## src/rtl/mul_sequencer.sv

```systemverilog
// Multi-cycle signed Booth multiplier controller with HI/LO write strobe.
// Define MUL_RADIX4_EN for radix-4 modified Booth (WIDTH/2 steps); default is radix-2 (WIDTH steps).
module mul_sequencer #(
   parameter int unsigned WIDTH = 32
) (
   input  logic             clk,
   input  logic             clr,
   input  logic             start,
   input  logic             kill,
   input  logic [WIDTH-1:0] mcand,
   input  logic [WIDTH-1:0] mplier,
   output logic             busy,
   output logic             done,
   output logic             hilo_we,
   output logic [WIDTH-1:0] z_low,
   output logic [WIDTH-1:0] z_high
);

   // Two guard bits keep A +/- 2M in range for either radix.
   localparam int unsigned AW = WIDTH + 2;
`ifdef MUL_RADIX4_EN
   localparam int unsigned STEPS = WIDTH / 2;
`else
   localparam int unsigned STEPS = WIDTH;
`endif
   localparam int unsigned CW = $clog2(STEPS + 1);

   typedef enum logic [1:0] {
      S_IDLE = 2'd0,
      S_RUN  = 2'd1,
      S_DONE = 2'd2
   } state_t;

   state_t          state;
   state_t          state_nxt;
   logic            busy_d;
   logic            done_d;
   logic            accept_c;
   logic            last_step_c;

   logic [AW-1:0]    acc;
   logic [AW-1:0]    acc_sum;
   logic [AW-1:0]    acc_nxt;
   logic [AW-1:0]    m;
   logic [WIDTH-1:0] q;
   logic [WIDTH-1:0] q_nxt;
   logic             e;
   logic             e_nxt;
   logic [CW-1:0]    cnt;

   assign accept_c    = start && (state == S_IDLE || state == S_DONE);
   assign last_step_c = (cnt == CW'(1));

   // State register
   always_ff @(posedge clk) begin
      if (clr) state <= S_IDLE;
      else     state <= state_nxt;
   end

   // Next-state logic
   always_comb begin
      state_nxt = state;
      unique case (state)
         S_IDLE: if (start) state_nxt = S_RUN;
         S_RUN: begin
            if (kill)             state_nxt = S_IDLE;
            else if (last_step_c) state_nxt = S_DONE;
         end
         S_DONE:  state_nxt = start ? S_RUN : S_IDLE;
         default: state_nxt = S_IDLE;
      endcase
   end

   // Output decode of the upcoming state; registered below
   always_comb begin
      busy_d = 1'b0;
      done_d = 1'b0;
      if (state_nxt == S_RUN)  busy_d = 1'b1;
      if (state_nxt == S_DONE) done_d = 1'b1;
   end

   always_ff @(posedge clk) begin
      if (clr) begin
         busy    <= 1'b0;
         done    <= 1'b0;
         hilo_we <= 1'b0;
      end else begin
         busy    <= busy_d;
         done    <= done_d;
         hilo_we <= done_d;
      end
   end

   // One Booth step on {A,Q,E}: add/subtract selected multiple, then arithmetic shift right
`ifdef MUL_RADIX4_EN
   logic [AW-1:0] m2;
   assign m2 = {m[AW-2:0], 1'b0};

   always_comb begin
      acc_sum = acc;
      unique case ({q[1:0], e})
         3'b001, 3'b010: acc_sum = acc + m;
         3'b011:         acc_sum = acc + m2;
         3'b100:         acc_sum = acc - m2;
         3'b101, 3'b110: acc_sum = acc - m;
         default:        acc_sum = acc;
      endcase
      acc_nxt = AW'($signed(acc_sum) >>> 2);
      q_nxt   = {acc_sum[1:0], q[WIDTH-1:2]};
      e_nxt   = q[1];
   end
`else
   always_comb begin
      acc_sum = acc;
      unique case ({q[0], e})
         2'b10:   acc_sum = acc - m;
         2'b01:   acc_sum = acc + m;
         default: acc_sum = acc;
      endcase
      acc_nxt = AW'($signed(acc_sum) >>> 1);
      q_nxt   = {acc_sum[0], q[WIDTH-1:1]};
      e_nxt   = q[0];
   end
`endif

   // Datapath and result registers; result only changes on entry to DONE
   always_ff @(posedge clk) begin
      if (clr) begin
         acc    <= '0;
         q      <= '0;
         e      <= 1'b0;
         m      <= '0;
         cnt    <= '0;
         z_low  <= '0;
         z_high <= '0;
      end else begin
         if (accept_c) begin
            acc <= '0;
            q   <= mplier;
            e   <= 1'b0;
            m   <= {{2{mcand[WIDTH-1]}}, mcand};
            cnt <= CW'(STEPS);
         end else if (state == S_RUN) begin
            acc <= acc_nxt;
            q   <= q_nxt;
            e   <= e_nxt;
            cnt <= cnt - CW'(1);
         end
         if (state == S_RUN && state_nxt == S_DONE) begin
            z_low  <= q_nxt;
            z_high <= acc_nxt[WIDTH-1:0];
         end
      end
   end

endmodule

```

## config.mk

```make
export PLATFORM = sky130hd
export DESIGN_NAME = mul_sequencer
export DESIGN_NICKNAME = d
export VERILOG_FILES = /design/src/rtl/mul_sequencer.sv
export SDC_FILE = /design/constraint.sdc
export NUM_CORES = 1
export LEC_CHECK = 0
export ABC_CLOCK_PERIOD_IN_PS = 5800
export CAP_MARGIN = 20
export CORE_ASPECT_RATIO = 1.5
export CORE_UTILIZATION = 50
export CTS_BUF_LIST = sky130_fd_sc_hd__clkbuf_4
export DETAILED_ROUTE_END_ITERATION = 10
export GPL_TIMING_DRIVEN = 0
export PLACE_DENSITY = 0.75
export SYNTH_ARGS = -nofsm -noshare
export SYNTH_HDL_FRONTEND = slang
export SYNTH_SLANG_ARGS = --single-unit
```

## constraint.sdc

```tcl
create_clock -name clk -period 5.8 [get_ports clk]
set_clock_uncertainty 0.1 [all_clocks]
set_input_delay 1.16 -clock clk [delete_from_list [all_inputs] [get_ports clk]]
set_output_delay 1.16 -clock clk [all_outputs]
set_load 0.03 [all_outputs]
```

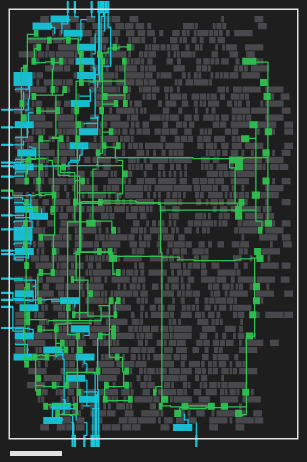
Figure 1: nets reached from selected ports.
Bar = 20 um.
Cyan is `z_low`, bits 32, direction output, edge 16 left, 8 top, 8 bottom, end cells 32, buffers 32, wire 793 um. Green is `clr`, bits 1, direction input, edge left, end cells 136, buffers 15, wire 1810 um.
number of port buffers: 133
I/O Pins: 135

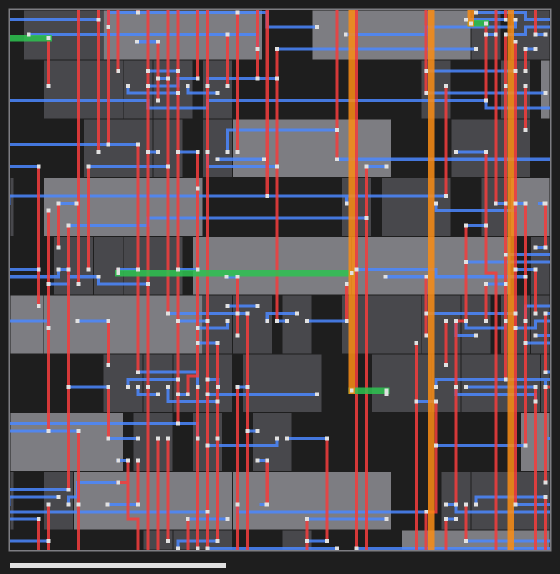
Figure 2: a small window of the routed layout.
Bar = 10 um. Window x 15 to 40, y 29 to 54 um. Cells in gray, sequential cells in the stronger gray; small squares are vias.
Blue is met1. Red is met2. Orange is met4. Green is met3.
49 logic cells have their middle in the window. Netlist names of flops here include `z_low` (4), `q` (3), `m` (2). Most frequent: nand2_1 (13), dfxtp_1 (10), a21oi_1 (8). Sequential cells in the window: 10.

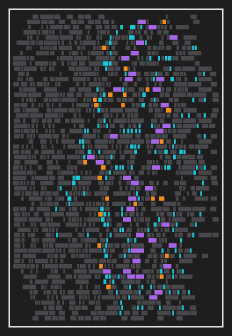
Figure 3: gate families picked out.
Cyan is NOR gates, cells 158. Orange is AND and OR gates, cells 24. Purple is adder and majority cells, cells 38, where a column down the middle.
Top cell excl fill/tap: nand2_1
Finished Layout Cells: 1520
logic share of the area: 47.10%

==> worst max-delay path, stage by stage (launching register included) <==
cell,delay [ns]
dfxtp_1,0.39
or4_1,0.55
clkbuf_1,0.18
nor4_1,0.50
and2_1,0.25
and2b_1,0.24
a31oi_1,0.14
xor2_1,0.19
ha_1,0.28
clkbuf_1,0.27
and4_1,0.33
o21a_1,0.14
o211ai_1,0.08
a21oi_1,0.43
a21oi_1,0.23
nor4b_1,0.29
a211o_1,0.25
a211oi_1,0.10
==> cell usage after synthesis, types with 5 or more instances <==
cell type	instances	area share, %
nand2b_1	12	0.84
ha_1	37	5.2
o211ai_1	7	0.59
o21ai_0	30	1.7
xor2_1	32	3.2
o31ai_1	5	0.42
and3_1	7	0.49
clkbuf_1	63	2.7
nor2b_1	7	0.49
nand3_1	14	0.79
o21bai_1	5	0.42
nor3_1	16	0.90
mux2i_1	12	1.4
inv_1	22	0.93
a21oi_1	176	9.9
dfxtp_1	172	39
buf_1	14	0.59
or4_1	5	0.42
nor2_1	123	5.2
a31oi_1	15	1.1
a21o_1	11	0.93
nor4_1	8	0.56
xnor2_1	30	3.0
nand2_1	187	7.9
o21a_1	8	0.68
a22oi_1	31	2.6
a211oi_1	38	3.2
==> metal layers <==
layer / vias to the layer above / GRT usage, % / wire length (um) / part of all wire [%]
met2: 258 / 52.15 / 13220 / 51
met3: 72 / 4.818 / 1388 / 5.4
li1: 4322 / - / - / -
met1: 3944 / 30.80 / 10050 / 39
met4: 0 / 14.42 / 1073 / 4.2
met5: - / 0 / 0 / 0
==> per-stage QoR <==
stage / total power, mW / util (%)
CTS: 2.723 / 62.07
global route: 2.869 / 62.08
finish: 2.723 / 62.08
detailed placement: 2.061 / 60.48
floorplan: 1.846 / -
global placement: 2.050 / 60.48
==> cell families (layout without fill, tap and decap cells) <==
logic type | Yosys count | after routing | synth area share (%)
other cells | 0 | 1 | 0
compound gates | 356 | 356 | 24.76
fa+ha+maj | 38 | 38 | 5.430
flops | 172 | 172 | 38.71
xor+xnor | 62 | 62 | 6.105
buf+inv | 100 | 265 | 4.262
simple gates | 400 | 400 | 19.26
mux | 13 | 13 | 1.477
==> final cells by class <==
type | count | share of cell area [%]
tap | 213 | 2.474
inverter | 22 | 0.7667
sequential | 172 | 31.97
buffer | 78 | 2.753
clock buffer | 17 | 1.185
timing repair buffer | 133 | 12.36
clock inverter | 15 | 1.371
antenna | 1 | 0.02323
multi-input combinational | 869 | 47.10
==> registers in the layout, indices dropped and copies added, names as in the netlist, 2 cells and up <==
signal and count:
acc 33, cnt 6, m 32, q 32, state 2, z_high 32, z_low 32
==> where the power goes <==
part / total (mW) / leakage [nW] / internal (mW) / switching [mW]
logic: 0.778 / 2.40 / 0.314 / 0.465
clock network: 0.674 / 0.147 / 0.192 / 0.482
registers: 1.27 / 1.40 / 1.23 / 0.0421
total: 2.72 / 3.95 / 1.73 / 0.988
==> results_slide.txt <==
Flow Results at a Glance

Clocking
  • Root Driver: clkbuf_4
  • H-Tree Depth: 4
  • Post-CTS resize count: 0
  • TritonCTS Buffers: 17
  • Clock transition at path regs: around 0.17 ns
  • Maximum root-to-sink buffer count: 2
  • Post-CTS setup buffers: 0
  • CTS Sinks: 172

STA
  • Fin crit share: 87.87%
  • Setup slack after layout: 0.7035 ns
  • Final Hold Vio Count: 0
  • Slew HR: between 40% and 50%
  • Setup_tns: 0 ns
  • RSZ-0062 raised after global routing: false
  • Worst-margin pin slew: 0.8946 ns
  • Final-report max-slew violation count: 0

Setup path
  • CP max FO: 7
  • Crit Path Category: reg -> reg
  • Critical Path End Type: register
  • Worst setup SP type: register
  • CP endpoint: z_high[28]
  • Critical Path AT: 5.45 ns
  • Reg2reg end: z_high[28]
  • CP startpoint: m[2]

Synth
  • Ys flops: between 150 and 200
  • Mapped Nets: about 1200
  • Yosys chip area: between 8000 and 9000 um^2

Floorplan
  • Die footprint: about 18000 um^2

Layout
  • Flop area: between 3000 and 4000 um^2
  • Comb gate area: approximately 5100 um^2
  • Top cells excl fill/tap: 187 x nand2_1, 176 x a21oi_1, 172 x dfxtp_1, 133 x clkdlybuf4s50_1, 123 x nor2_1
  • Layout fillers: 1590
  • Share of layout cells above drive strength 1: 3.139%

Power and ir drop
  • P_leak: 3.949 nW
  • Max rail drop VDD: 0.0001925 V

Place
  • Place WS: 0.8494 ns
  • Dpl cells: 1487

Outcome
  • Status: finished, final reports clean

Detailed routing
  • # DRC: 0
Power figures rest on the tool's default switching activity, not on a simulated workload.
